==> config.mk <==
export PLATFORM = sky130hd
export DESIGN_NAME = serial_magnitude_comparator
export DESIGN_NICKNAME = d
export VERILOG_FILES = /design/src/rtl/serial_magnitude_comparator.sv
export SDC_FILE = /design/constraint.sdc
export NUM_CORES = 1
export LEC_CHECK = 0
export CORE_ASPECT_RATIO = 1.5
export CORE_MARGIN = 2
export CORE_UTILIZATION = 47
export CTS_CLUSTER_DIAMETER = 40
export DETAILED_ROUTE_END_ITERATION = 10
export PLACE_DENSITY = 0.79
export REMOVE_ABC_BUFFERS = 1
export SYNTH_ARGS = -nofsm -noshare
export SYNTH_HDL_FRONTEND = slang
export SYNTH_SLANG_ARGS = --single-unit
==> constraint.sdc <==
create_clock -name clk -period 4.3 [get_ports clk]
set_input_delay 0.86 -clock clk [delete_from_list [all_inputs] [get_ports clk]]
set_output_delay 0.86 -clock clk [all_outputs]
set_load 0.02 [all_outputs]
==> images/metal_density.png <==
Bar = 10 um. The die is cut into 9 by 14 equal tiles; dark purple is low, yellow is high, scaled to the fullest tile. Values are wire area over tile area, all layers added.
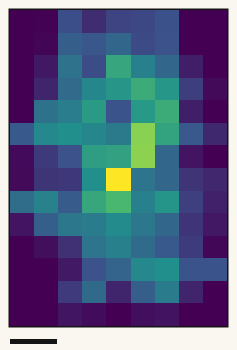
21% of the tiles are nearly empty. The emptiest ninth of the die: lower left. The mean over all tiles is 0.12. The densest ninth of the die: center.
wire length reported by the detailed router: 2.386 mm
Total Routing Usage GR: 18.22%

==> images/congestion.png <==
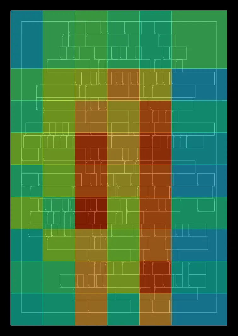
final cell utilization of the core: 59.96%
detail-routed net length per standard cell: 12.36 um
GRT met2 Usage: 32.99%

==> images/placement_by_type.png <==
Bar = 10 um.
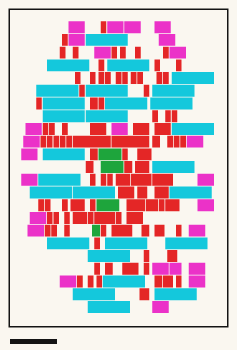
Key: cyan = sequential cells [cells 27, share of their area 44%]; green = clock drivers and dummy loads [cells 4, share of their area 3.0%]; magenta = remaining buffers and delay cells [cells 25, share of their area 16%]; red = combinational and other logic [cells 100, share of their area 36%]
post-route cell area: 0.001570 sq mm
core region area: 0.002619 sq mm
number of core rows: 23
sequential fraction of total cell area: 43.03%

==> images/sizes.png <==
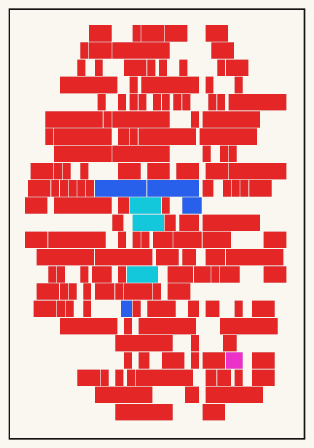
Key: blue = _2 cells [cells 4, share 2.6%, most used mux4_2]; magenta = _3 and _4 cells [cells 1, share 0.64%, most used buf_4]; cyan = _6 and larger [cells 3, share 1.9%, most used clkbuf_8]; red = _0 and _1 cells [cells 148, share 95%, most used nand2_1]
area growth from synthesis to layout: 23.89%
count of plain and timing-repair buffers in the layout: 25

==> images/io_fan.png <==
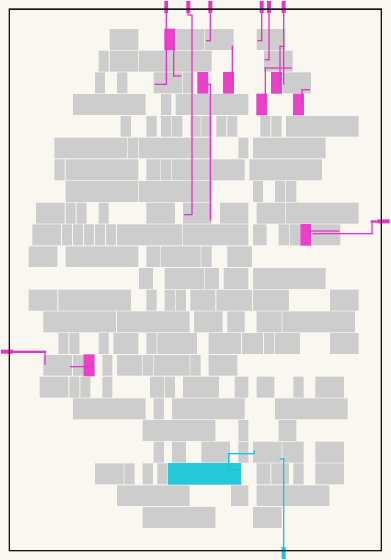
Key: cyan = eq [direction output, edge bottom, end cells 1, buffers 1, wire 18.5 um]; magenta = b [direction input, edge 6 top, 1 right, 1 left, end cells 8, buffers 8, wire 126 um]
quantity of I/O buffers inserted on ports: 24
I/O Pins: 25

==> qor.yml <==
drt:
  routed-via-count: 989
  first_pass_iters: 4
  ant_nets: 0
  initialDrtViolationCount: 29
timing:
  min_period_ps: 2428
  setup-tns-final_ps: 0
  grt_setup_unrepaired: "false"
  slew_violations: 0
  min_period_over_period_pct: 56.46
  fin_worst_skew_ps: 7.866
  setup_viol: 0
  report.final.hold_viol_count: 0
  fmaxAchievable_mhz: 411.9
  hold_ws_ps: 485.8
  slew_headroom_pct: 20.49
  worst_pin_slew_ps: 1189
pwr:
  pwr-share-clk_pct: 12.5
  peakVddDrop_mv: 0.4503
  switching_share_pct: 39.94
  power_per_cell_area_mw_per_mm2: 734.5
  cell_internal_pwr_w: 0.0006928
  total_switching_power_w: 0.0004606
  p_leak_nw: 0.7512
  p_seq_share_pct: 40.1
logic_synthesis:
  synth_flops: 27
  synth.largest_area_cell: "sky130_fd_sc_hd__dfrtp_1"
  synth.cells.most_frequent: "sky130_fd_sc_hd__nand2_1 (60), sky130_fd_sc_hd__dfrtp_1 (27), sky130_fd_sc_hd__a21oi_1 (4), sky130_fd_sc_hd__ha_1 (4), sky130_fd_sc_hd__nor2_1 (4)"
  netlist_instances: 133
  yosys-stat-cells: 133
  synth-main-ff-cell: "sky130_fd_sc_hd__dfrtp_1"
  avgSynthCellArea_sq_um: 9.530
  synth.area.top_cells: "sky130_fd_sc_hd__dfrtp_1 (53%), sky130_fd_sc_hd__nand2_1 (18%), sky130_fd_sc_hd__ha_1 (3.9%)"
  mappedNetlistArea_sq_mm: 0.001267
  synth.distinct_cells: 25
  ys_chip_area_sq_mm: 0.001267
  synth-async-reset-ratio_pct: 100.0
  synth.top_cell.area_share_pct: 53.31
  most_common_cell: "sky130_fd_sc_hd__nand2_1"
  edf_count: 0
  postSynthSeqShare_pct: 53.31
  yosysWarningCount: 0
worst_setup_path:
  r2r_setup_slack_ps: 1870
  crit_path_start_kind: "flop"
  crit_required_ps: 4460
  endpoint_kind: "flop"
  crit_arrival_ps: 2590
  r2r.worst_path.cells: 6
  criticalPathCategory: "reg -> reg"
  timing.critical_path.fanout_max: 10
floorplan:
  die_x_um: 46.40
  fp.dieH_um: 67.60
  fp_core_util_pct: 48.40
  die-area_sq_mm: 0.003137
final_layout:
  antenna_cells_inserted: 0
  proportion_of_layout_cells_with_a_drive_suffix_above_1_pct: 5.128
  total_number_of_nets_in_the_final_design: 181
  layout.filler_cells: 225
  area.sequential_sq_um: 675.6
  final-comb-area_sq_um: 546.8
global_route:
  first_pass_grt_wire_length_mm: 4.153
  initial_antenna_violation_count: 0
  grt_util_met3_pct: 2.406
  grtUsageMet1_pct: 21.00
  grt_pass1_vias: 982
  grt_remaining_overflow: 0
  grt-busiest-layer: "met2"
  maximum_number_of_pins_on_one_net_before_global_route_repair: 28
clock_tree:
  cts_tree: "done"
  numCtsBuffers: 3
  ctsRootBufferMaster: "sky130_fd_sc_hd__clkbuf_8"
  cts_setup_buffers: 0
  clock-sinks: 27
  cts_resized: 0
  holdBufCountCts: 0
  clock_insertion_delay_worst_skew_ps: 270
  clock_path_buffers: 2
  clkSlewWorstSetupHoldPaths_ps: 100
  ctsHtreeMaxLevel: 1
flow_run:
  maximum_capacitance_violations: 0
  warning_count: 26
worst_hold_path:
  min_delay_path_depth: 2
  worstHoldPathType: "reg -> reg"
outcome:
  outcome: "completed"
placement:
  gp_congestion: 0.7471
  detailedPlacementHpwl_mm: 1.747
==> cell families after synthesis <==
kind of cell | Yosys count | share of synthesized area [%]
AOI/OAI and AO/OA | 13 | 7.602
xor gates and xnor gates | 2 | 1.382
adders and majority gates | 4 | 3.949
buffers and inverters | 8 | 3.554
DFF | 27 | 53.31
muxes | 4 | 5.133
and+or+nand+nor | 75 | 25.07
==> cell usage in the layout, fill, tap and decap left out <==
cell,count
sky130_fd_sc_hd__buf_4,1
sky130_fd_sc_hd__xnor2_1,2
sky130_fd_sc_hd__ha_1,4
sky130_fd_sc_hd__o21ai_0,1
sky130_fd_sc_hd__nand3_1,3
sky130_fd_sc_hd__or3b_2,1
sky130_fd_sc_hd__a32o_1,3
sky130_fd_sc_hd__mux4_2,2
sky130_fd_sc_hd__nand2_1,60
sky130_fd_sc_hd__a32oi_1,2
sky130_fd_sc_hd__nor4bb_1,1
sky130_fd_sc_hd__nand4bb_1,1
sky130_fd_sc_hd__nand2b_1,2
sky130_fd_sc_hd__nor3b_1,1
sky130_fd_sc_hd__mux2i_1,2
sky130_fd_sc_hd__inv_1,2
sky130_fd_sc_hd__dfrtp_1,27
sky130_fd_sc_hd__clkinv_2,1
sky130_fd_sc_hd__nor2_1,4
sky130_fd_sc_hd__clkbuf_8,3
sky130_fd_sc_hd__a31oi_1,1
sky130_fd_sc_hd__a22o_1,2
sky130_fd_sc_hd__clkdlybuf4s50_1,24
sky130_fd_sc_hd__a21oi_1,4
sky130_fd_sc_hd__nor2b_1,2
==> cell type report <==
cell class | instances | area share [%]
Sequential cell | 27 | 43.03
Multi-Input combinational cell | 98 | 34.82
Timing Repair Buffer | 25 | 15.78
Tap cell | 37 | 2.948
Clock buffer | 3 | 2.629
Inverter | 2 | 0.4781
Clock inverter | 1 | 0.3187
==> worst max-delay path, cell delays in order, from the launching register on <==
cell and delay (ps):
sky130_fd_sc_hd__dfrtp_1 550, sky130_fd_sc_hd__mux4_2 560, sky130_fd_sc_hd__a32o_1 230, sky130_fd_sc_hd__ha_1 340, sky130_fd_sc_hd__nor3b_1 360, sky130_fd_sc_hd__nor2_1 100, sky130_fd_sc_hd__a22o_1 180
==> stage by stage <==
stage	utilization [%]	power [W]	worst slack (ps)	instances	area, sq um
finish	59.96	0.001153	1872	193	1570
global route	59.96	0.001256	1693	193	1570
CTS	59.96	0.001156	1876	193	1570
detailed placement	58.19	0.001010	1907	189	1524
global placement	58.19	0.0009878	1978	189	1524
floorplan	-	0.0008540	2038	127	1230
==> power by group through the flow <==
stage	clock network [W]	registers (W)	logic [W]
final	0.000144	0.000462	0.000547
after global routing	0.000158	0.000479	0.000620
after CTS	0.000144	0.000463	0.000550
after detailed placement	0	0.000468	0.000542
after global placement	0	0.000464	0.000524
after floorplan	0	0.000455	0.000399
==> layer usage <==
layer	routed length (um)	share of wire, %
met1	959	40
met2	1322	55
met3	58	2.4
met4	45	1.9
met5	0	0
Power figures rest on the tool's default switching activity, not on a simulated workload.
